==> src/rtl/dbus_arb_pkg.sv <==
// Shared types for the two-master data-bus arbiter.
// Address, data and mask stay as parameterized vectors outside the struct.
package dbus_arb_pkg;

  localparam int ID_W = 1;

  typedef enum logic [1:0] {
    IDLE  = 2'd0,
    LOCK0 = 2'd1,
    LOCK1 = 2'd2
  } arb_state_e;

  typedef struct packed {
    logic       wr;
    logic       uncached;
    logic       last;
    logic [2:0] size;
  } dbus_cmd_t;

endpackage

==> src/rtl/dbus_arb_id_fifo.sv <==
// Synchronous FIFO of requester IDs, one entry per outstanding read.
// Head is read combinationally so responses can be routed in the same cycle.
module dbus_arb_id_fifo #(
  parameter int DEPTH = 4,
  parameter int W     = 1,
  localparam int PTR_W = $clog2(DEPTH)
) (
  input  logic             clk,
  input  logic             srst,
  input  logic             push,
  input  logic [W-1:0]     push_data,
  input  logic             pop,
  output logic [W-1:0]     head_data,
  output logic             full,
  output logic             empty,
  output logic [PTR_W:0]   count
);

  localparam logic [PTR_W:0] CNT_FULL = (PTR_W + 1)'(DEPTH);

  logic [W-1:0]     mem_reg [DEPTH];
  logic [PTR_W-1:0] wr_ptr_reg;
  logic [PTR_W-1:0] rd_ptr_reg;
  logic [PTR_W:0]   count_reg;
  logic             do_push;
  logic             do_pop;

  assign full  = (count_reg == CNT_FULL);
  assign empty = (count_reg == '0);
  assign count = count_reg;

  // A push into a full FIFO is only legal when the head leaves in the same cycle.
  assign do_pop  = pop && !empty;
  assign do_push = push && (!full || do_pop);

  genvar gi;
  generate
    for (gi = 0; gi < DEPTH; gi++) begin : g_mem
      always_ff @(posedge clk) begin
        if (do_push && (wr_ptr_reg == PTR_W'(gi))) begin
          mem_reg[gi] <= push_data;
        end
      end
    end
  endgenerate

  assign head_data = mem_reg[rd_ptr_reg];

  always_ff @(posedge clk) begin
    if (srst) begin
      wr_ptr_reg <= '0;
      rd_ptr_reg <= '0;
      count_reg  <= '0;
    end else begin
      if (do_push) wr_ptr_reg <= wr_ptr_reg + 1'b1;
      if (do_pop)  rd_ptr_reg <= rd_ptr_reg + 1'b1;
      case ({do_push, do_pop})
        2'b10:   count_reg <= count_reg + 1'b1;
        2'b01:   count_reg <= count_reg - 1'b1;
        default: count_reg <= count_reg;
      endcase
    end
  end

endmodule

==> src/rtl/dbus_arbiter.sv <==
// Two-master arbiter for a cmd/rsp data bus with write-burst locking and in-order read routing.
// Build option: DBUS_ARB_FIXED_PRIO_EN selects fixed priority (port 0) instead of round-robin.
module dbus_arbiter
  import dbus_arb_pkg::*;
#(
  parameter int MAX_OUTSTANDING = 4,
  parameter int ADDR_W          = 32,
  parameter int DATA_W          = 32
) (
  input  logic                clk,
  input  logic                reset,

  input  logic                s0_cmd_valid,
  output logic                s0_cmd_ready,
  input  logic                s0_cmd_payload_wr,
  input  logic                s0_cmd_payload_uncached,
  input  logic                s0_cmd_payload_last,
  input  logic [ADDR_W-1:0]   s0_cmd_payload_address,
  input  logic [DATA_W-1:0]   s0_cmd_payload_data,
  input  logic [DATA_W/8-1:0] s0_cmd_payload_mask,
  input  logic [2:0]          s0_cmd_payload_size,
  output logic                s0_rsp_valid,
  output logic                s0_rsp_payload_last,
  output logic                s0_rsp_payload_error,
  output logic [DATA_W-1:0]   s0_rsp_payload_data,

  input  logic                s1_cmd_valid,
  output logic                s1_cmd_ready,
  input  logic                s1_cmd_payload_wr,
  input  logic                s1_cmd_payload_uncached,
  input  logic                s1_cmd_payload_last,
  input  logic [ADDR_W-1:0]   s1_cmd_payload_address,
  input  logic [DATA_W-1:0]   s1_cmd_payload_data,
  input  logic [DATA_W/8-1:0] s1_cmd_payload_mask,
  input  logic [2:0]          s1_cmd_payload_size,
  output logic                s1_rsp_valid,
  output logic                s1_rsp_payload_last,
  output logic                s1_rsp_payload_error,
  output logic [DATA_W-1:0]   s1_rsp_payload_data,

  output logic                m_cmd_valid,
  input  logic                m_cmd_ready,
  output logic                m_cmd_payload_wr,
  output logic                m_cmd_payload_uncached,
  output logic                m_cmd_payload_last,
  output logic [ADDR_W-1:0]   m_cmd_payload_address,
  output logic [DATA_W-1:0]   m_cmd_payload_data,
  output logic [DATA_W/8-1:0] m_cmd_payload_mask,
  output logic [2:0]          m_cmd_payload_size,
  input  logic                m_rsp_valid,
  input  logic                m_rsp_payload_last,
  input  logic                m_rsp_payload_error,
  input  logic [DATA_W-1:0]   m_rsp_payload_data,

  output logic                orphan_rsp
);

  localparam int MASK_W = DATA_W / 8;
  localparam int CNT_W  = $clog2(MAX_OUTSTANDING) + 1;

  logic [1:0]        cmd_valid;
  dbus_cmd_t         ctrl  [2];
  logic [ADDR_W-1:0] addr  [2];
  logic [DATA_W-1:0] wdata [2];
  logic [MASK_W-1:0] mask  [2];
  logic [1:0]        cmd_ready;
  logic [1:0]        rsp_valid;

  arb_state_e        state_reg, state_next;
  logic              hold_reg, hold_next;
  logic [ID_W-1:0]   hold_port_reg;
  logic              orphan_reg;
`ifndef DBUS_ARB_FIXED_PRIO_EN
  logic [ID_W-1:0]   rr_ptr_reg;
`endif

  logic [ID_W-1:0]   sel;
  dbus_cmd_t         sel_ctrl;
  logic              req_valid;
  logic              blocked;
  logic              fwd_valid;
  logic              accept;

  logic              fifo_push;
  logic              fifo_pop;
  logic [ID_W-1:0]   fifo_head;
  logic              fifo_full;
  logic              fifo_empty;
  // Occupancy is exported by the FIFO for debug; the arbiter only needs full/empty.
  logic [CNT_W-1:0]  fifo_count_unused;

  assign cmd_valid = {s1_cmd_valid, s0_cmd_valid};
  assign ctrl[0]   = '{wr: s0_cmd_payload_wr, uncached: s0_cmd_payload_uncached,
                       last: s0_cmd_payload_last, size: s0_cmd_payload_size};
  assign ctrl[1]   = '{wr: s1_cmd_payload_wr, uncached: s1_cmd_payload_uncached,
                       last: s1_cmd_payload_last, size: s1_cmd_payload_size};
  assign addr[0]   = s0_cmd_payload_address;
  assign addr[1]   = s1_cmd_payload_address;
  assign wdata[0]  = s0_cmd_payload_data;
  assign wdata[1]  = s1_cmd_payload_data;
  assign mask[0]   = s0_cmd_payload_mask;
  assign mask[1]   = s1_cmd_payload_mask;

  always_comb begin
    state_next = state_reg;
    sel        = '0;
    req_valid  = 1'b0;
    cmd_ready  = '0;
    case (state_reg)
      IDLE: begin
        // A stalled offer keeps its port so the forwarded payload cannot switch.
        if (hold_reg) begin
          sel = hold_port_reg;
        end else if (cmd_valid == 2'b11) begin
`ifdef DBUS_ARB_FIXED_PRIO_EN
          sel = '0;
`else
          sel = ~rr_ptr_reg;
`endif
        end else begin
          sel = cmd_valid[1] ? ID_W'(1) : ID_W'(0);
        end
      end
      LOCK0:   sel = ID_W'(0);
      LOCK1:   sel = ID_W'(1);
      default: sel = '0;
    endcase
    req_valid = cmd_valid[sel];
    sel_ctrl  = ctrl[sel];
    blocked   = !sel_ctrl.wr && fifo_full;
    fwd_valid = req_valid && !blocked && !reset;
    accept    = fwd_valid && m_cmd_ready;
    if (!blocked && !reset) begin
      cmd_ready[sel] = m_cmd_ready;
    end
    if (accept) begin
      if (sel_ctrl.last) state_next = IDLE;
      else               state_next = (sel != '0) ? LOCK1 : LOCK0;
    end
    hold_next = (state_reg == IDLE) && fwd_valid && !m_cmd_ready;
  end

  always_ff @(posedge clk) begin
    if (reset) begin
      state_reg     <= IDLE;
      hold_reg      <= 1'b0;
      hold_port_reg <= '0;
      orphan_reg    <= 1'b0;
`ifndef DBUS_ARB_FIXED_PRIO_EN
      rr_ptr_reg    <= '0;
`endif
    end else begin
      state_reg     <= state_next;
      hold_reg      <= hold_next;
      hold_port_reg <= sel;
      if (m_rsp_valid && fifo_empty) orphan_reg <= 1'b1;
`ifndef DBUS_ARB_FIXED_PRIO_EN
      if (accept && sel_ctrl.last) rr_ptr_reg <= sel;
`endif
    end
  end

  assign fifo_push = accept && !sel_ctrl.wr && sel_ctrl.last;
  assign fifo_pop  = m_rsp_valid && m_rsp_payload_last;

  dbus_arb_id_fifo #(
    .DEPTH (MAX_OUTSTANDING),
    .W     (ID_W)
  ) u_id_fifo (
    .clk       (clk),
    .srst      (reset),
    .push      (fifo_push),
    .push_data (sel),
    .pop       (fifo_pop),
    .head_data (fifo_head),
    .full      (fifo_full),
    .empty     (fifo_empty),
    .count     (fifo_count_unused)
  );

  genvar gi;
  generate
    for (gi = 0; gi < 2; gi++) begin : g_rsp
      assign rsp_valid[gi] = m_rsp_valid && !fifo_empty && !reset && (fifo_head == ID_W'(gi));
    end
  endgenerate

  assign s0_cmd_ready           = cmd_ready[0];
  assign s1_cmd_ready           = cmd_ready[1];
  assign m_cmd_valid            = fwd_valid;
  assign m_cmd_payload_wr       = sel_ctrl.wr;
  assign m_cmd_payload_uncached = sel_ctrl.uncached;
  assign m_cmd_payload_last     = sel_ctrl.last;
  assign m_cmd_payload_size     = sel_ctrl.size;
  assign m_cmd_payload_address  = addr[sel];
  assign m_cmd_payload_data     = wdata[sel];
  assign m_cmd_payload_mask     = mask[sel];

  assign s0_rsp_valid           = rsp_valid[0];
  assign s0_rsp_payload_last    = m_rsp_payload_last;
  assign s0_rsp_payload_error   = m_rsp_payload_error;
  assign s0_rsp_payload_data    = m_rsp_payload_data;
  assign s1_rsp_valid           = rsp_valid[1];
  assign s1_rsp_payload_last    = m_rsp_payload_last;
  assign s1_rsp_payload_error   = m_rsp_payload_error;
  assign s1_rsp_payload_data    = m_rsp_payload_data;

  assign orphan_rsp             = orphan_reg;

endmodule

==> config.mk <==
export PLATFORM = sky130hd
export DESIGN_NAME = dbus_arbiter
export DESIGN_NICKNAME = d
export VERILOG_FILES = /design/src/rtl/dbus_arb_pkg.sv /design/src/rtl/dbus_arb_id_fifo.sv /design/src/rtl/dbus_arbiter.sv
export SDC_FILE = /design/constraint.sdc
export NUM_CORES = 1
export LEC_CHECK = 0
export CORE_AREA = 2 2 132 134
export DETAILED_ROUTE_END_ITERATION = 12
export DIE_AREA = 0 0 134 136
export PLACE_DENSITY = 0.6
export SLEW_MARGIN = 20
export SYNTH_ARGS = -nofsm -noshare
export SYNTH_HDL_FRONTEND = slang
export SYNTH_SLANG_ARGS = --single-unit
==> constraint.sdc <==
create_clock -name clk -period 2.3 [get_ports clk]
set_input_delay 0.345 -clock clk [delete_from_list [all_inputs] [get_ports clk]]
set_output_delay 0.345 -clock clk [all_outputs]
set_load 0.01 [all_outputs]
Figure 1. Placed cells, one colour a class (run 1).
Fill, decap, tap and diode cells in grey.
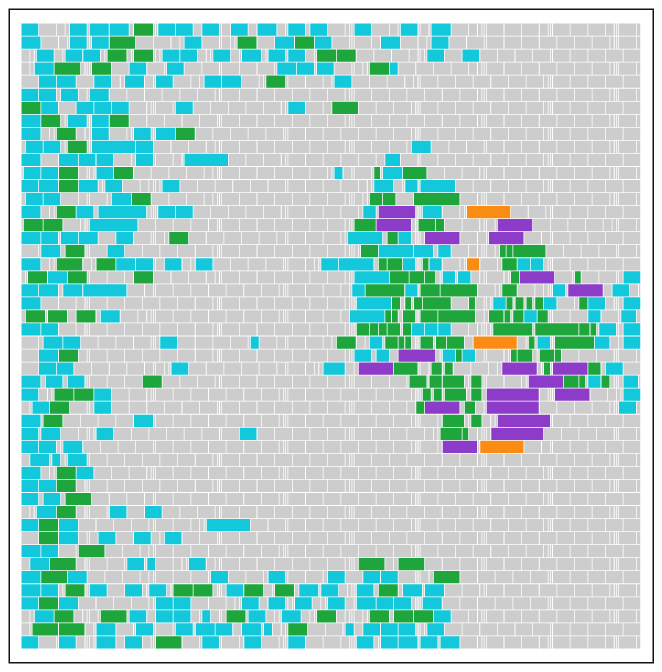
clock drivers and dummy loads: drawn in orange, cells 4. remaining buffers and delay cells: drawn in cyan, cells 280. registers: drawn in purple, cells 19. remaining logic cells: drawn in green, cells 162.
final instance area: 5346 um2
Seq/total area: 7.910%
row cnt: 48

Figure 2. Wiring heat map (run 1).
Scale bar: 50 um. 27 x 27 tiles, from dark blue (low) to red (high), scaled to the fullest tile. Values are wire area over tile area, all layers added.
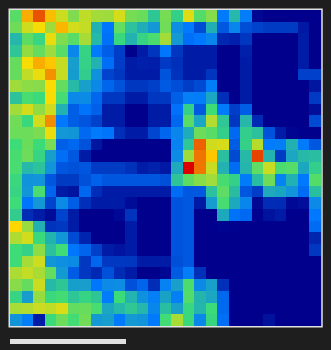
The densest ninth of the die: top left. The emptiest ninth of the die: bottom right. The mean over all tiles is 0.12.

Figure 3. The clock network (run 1).
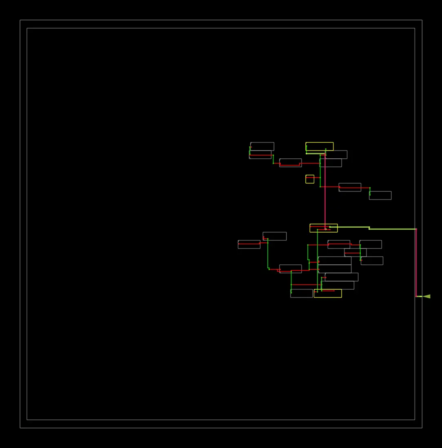
Clock Power: 0.370 mW
CTS buffer count: 3
Max Clock Skew: 0.006252 ns

==> summary.txt, run 1 <==
run metrics: status=finished with violations, failing checks=setup timing, worst hold start=orphan_rsp$_SDFFE_PP0P_, post-layout util=around a third, Yosys cell types=41, CTS Hold Bufs=0, hold endpoint=orphan_rsp$_SDFFE_PP0P_, yosys stat area=about 2400 um2, CTS tree=built, Post-CTS Setup Inserts=12, Pre-antenna DRT Iters=5, total gr overflow=0, Log Warnings=31, Max rail drop VDD=between 0.0002 and 0.00025 V, period utilization=101.9%, Critical Path Sink=m_cmd_payload_address[10], via count=2652, setup slack after layout=-0.04284 ns, Main logic family=multiplexers, GP Congestion=0.7952, CTS Sinks=19, vias per cell=3.838, FF+latch area=~420 um2, port bufs=around 240, combinational power share=between 60% and 70%, die area=between 15000 and 20000 um2, Worst Setup End Kind=output port, Largest stage delay, worst path=~0.34 ns, xor/xnor share=about 1.5%, CP dominant cell by count=buf_6, CP max stage cell=dfxtp_2, Crit Reg-Reg Startpoint=hold_reg$_SDFF_PP0_, Placement Setup Slack=-0.7053 ns, WL met3=about 1.3 mm, power in combinational cells=1.32 mW, Psw=a little over 0.6 mW, final hold viol count=0, Setup violations, final=12, Initial DRC Count=63, sequential power=0.362 mW, LEAKAGE=about 2.1 nW, Worst Path Required=between 1.5 and 2 ns, Slew headroom=between 60% and 70%, ys cells=~260, buffer and inverter count on the worst path=5, post_cts resized=between 300 and 400, Non-Filler Instances=between 600 and 700, clk slew on worst S/H paths=0.05 ns, GR Util met2=between 20% and 30%, Final HPWL DP=10.10 mm, Seq/Total Area, Yosys=between 10% and 20%, number of global-route vias before repair=approximately 3000, Synth mux share=about 36%, io pins=roughly 340, layout cells sized above 1=between 40 and 50%, Worst-Margin Slew=approximately 0.47 ns, synthesized instance count=approximately 260, Crit path depth=9, nets=660, clock power share=between 10% and 20%, Die Wd=134 um, layer with the highest usage=met2, Setup CP Type=flop to output port, met2 routed WL=approximately 6.6 mm, fmax=around 430 MHz, hold_ws=around 0.47 ns, RSZ-0062 raised after global routing=yes, H-tree levels=1, flops out of synthesis=19, sw frac=approximately 30%, Mapped Avg Cell Area=approximately 9.3 um2, CTS root buffer=clkbuf_16, MaxCap Viol Count=0, r2r setup slk=-0.04 ns, CORE AREA=approximately 17000 um2, startpoint types=flop
[run 1: synthesized netlist by cell type]
master | instances | area [um2]
a211oi_1 | 2 | 15.01
a21boi_0 | 1 | 7.510
a21oi_1 | 5 | 25.02
a221o_1 | 1 | 10.01
a221oi_4 | 1 | 26.28
a2bb2oi_1 | 1 | 8.760
and2_1 | 4 | 25.02
and3_1 | 2 | 12.51
buf_2 | 6 | 30.03
buf_4 | 68 | 510.5
buf_6 | 2 | 22.52
clkbuf_1 | 2 | 7.510
dfxtp_1 | 15 | 300.3
edfxtp_1 | 4 | 120.1
fa_1 | 1 | 20.02
ha_1 | 5 | 62.56
inv_1 | 8 | 30.03
mux2_1 | 1 | 11.26
mux2_2 | 72 | 810.8
mux2i_1 | 2 | 20.02
mux4_2 | 1 | 22.52
nand2_1 | 6 | 22.52
nand2b_1 | 2 | 12.51
nand3_1 | 4 | 20.02
nand3b_1 | 1 | 7.510
nor2_1 | 11 | 41.29
nor2_2 | 1 | 6.260
nor2b_1 | 1 | 6.260
nor3_1 | 6 | 30.03
nor3b_1 | 2 | 15.01
nor4_1 | 2 | 12.51
nor4b_1 | 1 | 8.760
o21a_1 | 1 | 7.510
o21ai_0 | 6 | 30.03
o21bai_1 | 1 | 7.510
o31ai_1 | 2 | 15.01
or3_1 | 2 | 12.51
or3b_2 | 1 | 8.760
or4_1 | 1 | 7.510
xnor2_1 | 1 | 8.760
xor2_1 | 3 | 26.28
[run 1: cell type report]
class | instances | share of cell area, %
tap | 225 | 5.266
antenna | 1 | 0.04681
multi-input combinational | 154 | 29.49
clock inverter | 1 | 0.1404
sequential | 19 | 7.910
timing repair buffer | 280 | 55.18
clock buffer | 3 | 1.404
inverter | 8 | 0.5617
--- run 2 (diff from run 1) ---
- CELL_PAD_IN_SITES_DETAIL_PLACEMENT: default -> 0
- CELL_PAD_IN_SITES_GLOBAL_PLACEMENT: default -> 1
- CORE_AREA: 2 2 132 134 -> default
- CORE_ASPECT_RATIO: default -> 0.7
- CORE_UTILIZATION: default -> 14
- DIE_AREA: 0 0 134 136 -> default
- PLACE_DENSITY: 0.6 -> 0.85
Figure 4. Placed cells, one colour a class (run 2).
Fill, decap, tap and diode cells in grey.
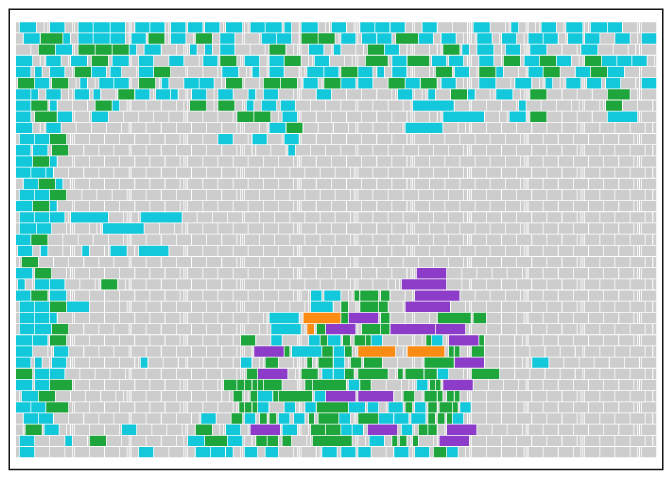
remaining buffers and delay cells: drawn in cyan, cells 284. registers: drawn in purple, cells 19. remaining logic cells: drawn in green, cells 162. clock drivers and dummy loads: drawn in orange, cells 4.
post-layout util: 31.05%
CORE AREA: 16540 um2
Seq/total area: 8.258%
row cnt: 39

==> summary.txt, run 2 <==
run metrics: CTS buffer count=3, dpl cells=about 670, number of global-route vias before repair=2889, nets=around 660, setup slack after layout=-0.1032 ns, FP Util=~15%, layout cells sized above 1=roughly 47%, Comb/total area=a little under 30%, MaxCap Viol Count=0, startpoint types=flop, Setup violations, final=~40, buffer and inverter count on the worst path=6, Worst Path Required=about 2 ns, Tapcells=225, Initial DRC Count=about 100, final slew viol count=0, Setup CP Type=flop to output port, # DRC=0, top sig layer=met4, Signal buffers=284, Final HPWL DP=a little over 10 mm, most frequent logic cell in the layout=clkdlybuf4s50_1, final hold viol count=0, Worst Hold Class=flop to flop, Slew headroom=between 70% and 80%, biggest area cells=mux2_2 34%, buf_4 21%, dfxtp_1 12%, edfxtp_1 5.0%, ha_1 2.6%, critical path, cell by cell=buf_6 -> a221oi_4 -> nor2_4 -> buf_8 -> buf_12 -> buf_16 -> buf_8 -> mux2_4 -> buf_6, global-route wire length before repair=around 18 mm, Async S/R FF share, synth=0%, largest net degree at the start of global routing=19, status=finished with violations, Detail Route Antenna Nets=0, CP delay by family, top=buffers and inverters, fillers=between 1500 and 2000, multi-input gates=approximately 150, number of non-clock inverters=8, RSZ-0062 raised after global routing=yes, die area=17710 um2, Worst-Margin Slew=between 0.4 and 0.5 ns, Yosys top cell by area=mux2_2, largest fanout on the critical path=7, Area Growth Syn to Fin=113.6%, CP max stage cell=dfxtp_4, ys cells=259, Largest stage delay, worst path=roughly 0.35 ns, flops out of synthesis=19, H-tree levels=1, met2 routed WL=roughly 6.6 mm, FF+latch area=approximately 420 um2, most numerous logic cells after layout=156 x clkdlybuf4s50_1, 64 x mux2_2, 39 x buf_6, Chip Height=around 110 um, Mapped Avg Cell Area=slightly above 9 um2, CTS Sinks=19, floorplan net count=around 450, top cell type's share of synthesized area=33.71%, Post-synth EDFFs=4, clk slew on worst S/H paths=roughly 0.06 ns, CTS tree=built, Cell Pwr Density=between 300 and 400 nW/um2, CTS Hold Bufs=0, logic area=1531 um2, Met1 Wirelength=between 4 and 5 mm, top-count cell post-synth=mux2_2, Latency at later pin=between 0.2 and 0.3 ns, synth cell count leaders=72 x mux2_2, 68 x buf_4, 15 x dfxtp_1, hold_ws=about 0.49 ns, Pre-antenna DRT Iters=5, Worst Setup End Kind=output port, synthesized instance count=about 260, Die Wd=about 160 um, vias per cell=slightly below 4, GRT Overall Usage=14.07%, Crit path arrival time=approximately 2.1 ns, clk tree area frac=under 10%, min Tclk post-route=between 2 and 2.5 ns, post_cts resized=347, LEAKAGE=a little over 2 nW, via count=roughly 2700, period utilization=104.5%, Ys Warns=0, GP Congestion=between 0.8 and 0.9, Non-Filler Instances=just under 700, failing checks=setup timing, main flop type after synthesis=dfxtp_1, fmax=~420 MHz, layout clock buffer count=3, final wirelength=12.92 mm, WL met3=between 1 and 1.5 mm, total gr overflow=0, largest class=buffers, Max rail drop VDD=0.0002466 V, Post-CTS Setup Inserts=11, synthesized area=roughly 2400 um2, Max Clock Skew=around 0.0026 ns, CTS Buffer Depth=2, Data buffer area share=between 50% and 60%, port bufs=about 240, Yosys cell types=roughly 41, Seq/Total Area, Yosys=17.48%, flip-flops=19, ANT cells=1, DR WL/cell=18.59 um, initial antenna violation count=1, yosys stat area=around 2400 um2, Log Warnings=31, CTS root buffer=clkbuf_16, io pins=336
-- run 2: routing by layer --
metal	global-route usage (%)	vias to the layer above
met5	0	-
met4	4.103	0
met3	5.683	13
met2	24.80	162
met1	15.36	1270
li1	-	1259
-- run 2: power by group --
| part | leakage, nW | internal, mW | total [mW] | switching [mW] |
|---|---|---|---|---|
| clock | 0.0409 | 0.233 | 0.360 | 0.127 |
| sequential | 0.159 | 0.351 | 0.361 | 0.0108 |
| combinational | 1.86 | 0.791 | 1.24 | 0.447 |
-- run 2: metrics by stage --
step	cell area (um2)	setup slack (ns)	setup TNS, ns	total power, mW
after floorplan	2421	0.01608	0	0.8882
after global placement	4736	-0.7075	-42.71	1.434
after detailed placement	4736	-0.6534	-44.16	1.445
after CTS	5026	-0.2764	-3.005	1.942
after global routing	5136	-0.1800	-5.966	2.056
final	5136	-0.1032	-1.766	1.959
-- run 2: worst paths after layout --
| check | start | endpoint | slack, ns | depth (start not counted) |
|---|---|---|---|---|
| max | hold_reg$_SDFF_PP0_ | m_cmd_payload_data[28] | -0.10 | 9 |
| max reg2reg | hold_reg$_SDFF_PP0_ | u_id_fifo.count[2]$_SDFFE_PP0P_ | -0.04 | 12 |
| min | orphan_rsp$_SDFFE_PP0P_ | orphan_rsp$_SDFFE_PP0P_ | 0.49 | 2 |
| min reg2reg | orphan_rsp$_SDFFE_PP0P_ | orphan_rsp$_SDFFE_PP0P_ | 0.49 | 2 |
-- run 2: kinds of logic (layout without fill, tap and decap cells) --
kind of cell	after synthesis	in the layout	synth area share, %
XOR/XNOR	4	4	1.457
AND/OR/NAND/NOR	47	47	10.35
other	0	1	0
adder cells (fa/ha/maj)	6	6	3.434
AND-OR/OR-AND	21	21	6.348
buffers and inverters	86	296	24.97
flip-flops	19	19	17.48
multiplexers	76	76	35.95
--- run 3 (diff from run 2) ---
- CORE_UTILIZATION: 14 -> 15
- SLEW_MARGIN: 20 -> 25
- SYNTH_HIERARCHICAL: default -> 1
Figure 5. Placed cells, one colour a class (run 3).
Fill, decap, tap and diode cells in grey.
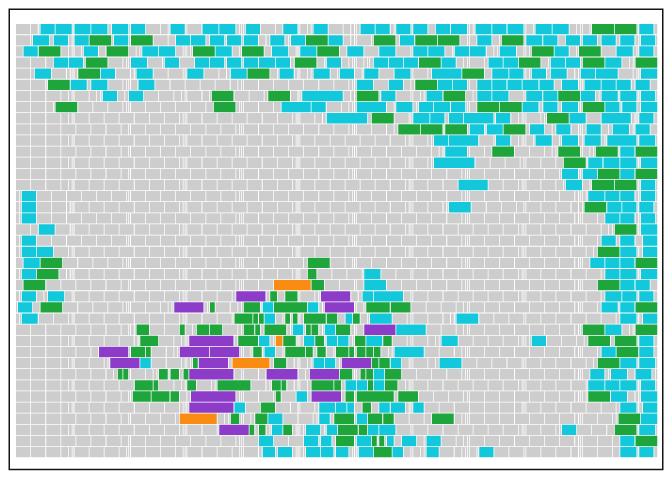
clock drivers and dummy loads: drawn in orange, cells 4. remaining logic cells: drawn in green, cells 164. remaining buffers and delay cells: drawn in cyan, cells 311. registers: drawn in purple, cells 19.

==> summary.txt, run 3 <==
run metrics: status=finished with violations, failing checks=setup timing, H-tree levels=1, placed inst area=around 4800 um2, Async S/R FF share, synth=0%, most numerous logic cells after layout=153 x clkdlybuf4s50_1, 97 x buf_6, 74 x mux2_4, Met1 Wirelength=~5 mm, Die Wd=between 150 and 200 um, largest net degree at the start of global routing=21, yosys stat area=between 2000 and 3000 um2, FP Util=between 10% and 20%, CP delay by family, top=AND-OR/OR-AND gates, final hold viol count=0, clock power share=between 10% and 20%, power consumption=2.357 mW, MaxCap Viol Count=0, Worst Path Required=~2.4 ns, Setup CP Type=flop to flop, Max rail drop VDD=0.0002306 V, Largest stage delay, worst path=~0.40 ns, DR WL/cell=approximately 18 um, Non-Filler Instances=724, CTS Sinks=19, hold_ws=around 0.47 ns, # DRC=0, biggest area cells=mux2_2 26%, buf_4 20%, dfxtp_1 12%, buf_12 6.9%, mux2_1 6.9%, Slew headroom=73.22%, setup slack after layout=-0.1779 ns, met2 routed WL=6.468 mm, dpl cells=675, hold path cells=2, min Tclk post-route=~2.5 ns, Area Growth Syn to Fin=129.5%, Seq/Total Area, Yosys=between 10% and 20%, hold endpoint=orphan_rsp$_SDFFE_PP0P_, number of global-route vias before repair=between 3000 and 4000, fillers=1632, synthesized area=between 2000 and 3000 um2, CORE AREA=roughly 17000 um2, Detail Route Antenna Nets=0, r2r setup slk=-0.18 ns, final instance area=slightly below 6000 um2, period utilization=107.7%, Chip Height=112.1 um, CTS buffer count=3, main flop type after synthesis=dfxtp_1, via count=between 2000 and 3000, Yosys cell types=50, Worst Setup End Kind=flop, Cell Pwr Density=395.3 nW/um2, WL met3=~1.4 mm, total gr overflow=0, Initial DRC Count=roughly 120, Post-synth EDFFs=4, worst hold start=orphan_rsp$_SDFFE_PP0P_, combinational power share=69.4%, GP Congestion=between 0.7 and 0.8, ys cells=approximately 260, Mapped Avg Cell Area=roughly 9.8 um2, clk slew on worst S/H paths=0.06 ns, vias per cell=between 3 and 4, Setup violations, final=51, fmax=around 400 MHz, buffer and inverter count on the worst path=2, Worst R2R Path Depth=11, logic area=about 1800 um2, Crit path arrival time=between 2 and 3 ns, Log Warnings=32, floorplan net count=between 400 and 500, io pins=around 340, Placement Setup Slack=-0.6288 ns, nets=around 690, Crit Reg-Reg Startpoint=rr_ptr_reg$_SDFFE_PP0P_, CP max stage cell=a221o_2, setup_tns=-3.828 ns, GRT Overall Usage=between 10 and 15%
-- run 3: power by group through the flow --
stage	combinational, mW	clock, mW	sequential [mW]
detailed placement	1.09	0	0.365
floorplan	0.604	0	0.364
finish	1.63	0.364	0.359
global placement	1.08	0	0.365
global route	1.71	0.382	0.360
CTS	1.58	0.370	0.358
-- run 3: what timing repair did --
item,CTS,global route
resized,474,58
gates cloned,6,0
setup endpoints to repair,83,80
pin swaps,7,7
buffers inserted,34,10
hold buffers,0,0
-- run 3: kinds of logic after synthesis --
| kind of cell | Yosys count | synth area share [%] |
|---|---|---|
| DFF | 19 | 16.18 |
| AOI/OAI and AO/OA | 21 | 6.163 |
| xor gates and xnor gates | 5 | 1.685 |
| buffers and inverters | 89 | 28.74 |
| muxes | 77 | 33.75 |
| and+or+nand+nor | 48 | 10.79 |
| adders and majority gates | 5 | 2.696 |
-- run 3: cell type report --
cell class | instances | area share (%)
inverter | 8 | 0.5455
timing repair buffer | 311 | 55.92
tap | 225 | 4.721
antenna | 1 | 0.04196
sequential | 19 | 7.092
clock buffer | 3 | 1.259
multi-input combinational | 156 | 30.34
clock inverter | 1 | 0.08393
-- run 3: worst max-delay path by stage --
stage                             from                         endpoint  slack [ns]  depth (start not counted)
3_5_place_dp              s0_cmd_valid           m_cmd_payload_data[20]       -0.63                          7
3_3_place_gp              s0_cmd_valid               m_cmd_payload_last       -0.62                          7
4_1_cts            hold_reg$_SDFF_PP0_        m_cmd_payload_address[17]       -0.20                         10
2_1_floorplan             s1_cmd_valid  u_id_fifo/count[2]$_SDFFE_PP0P_       -0.36                         12
5_1_grt        rr_ptr_reg$_SDFFE_PP0P_  u_id_fifo/count[2]$_SDFFE_PP0P_       -0.24                         11
6_report       rr_ptr_reg$_SDFFE_PP0P_  u_id_fifo/count[2]$_SDFFE_PP0P_       -0.18                         11
Power and IR drop assume default switching activity.
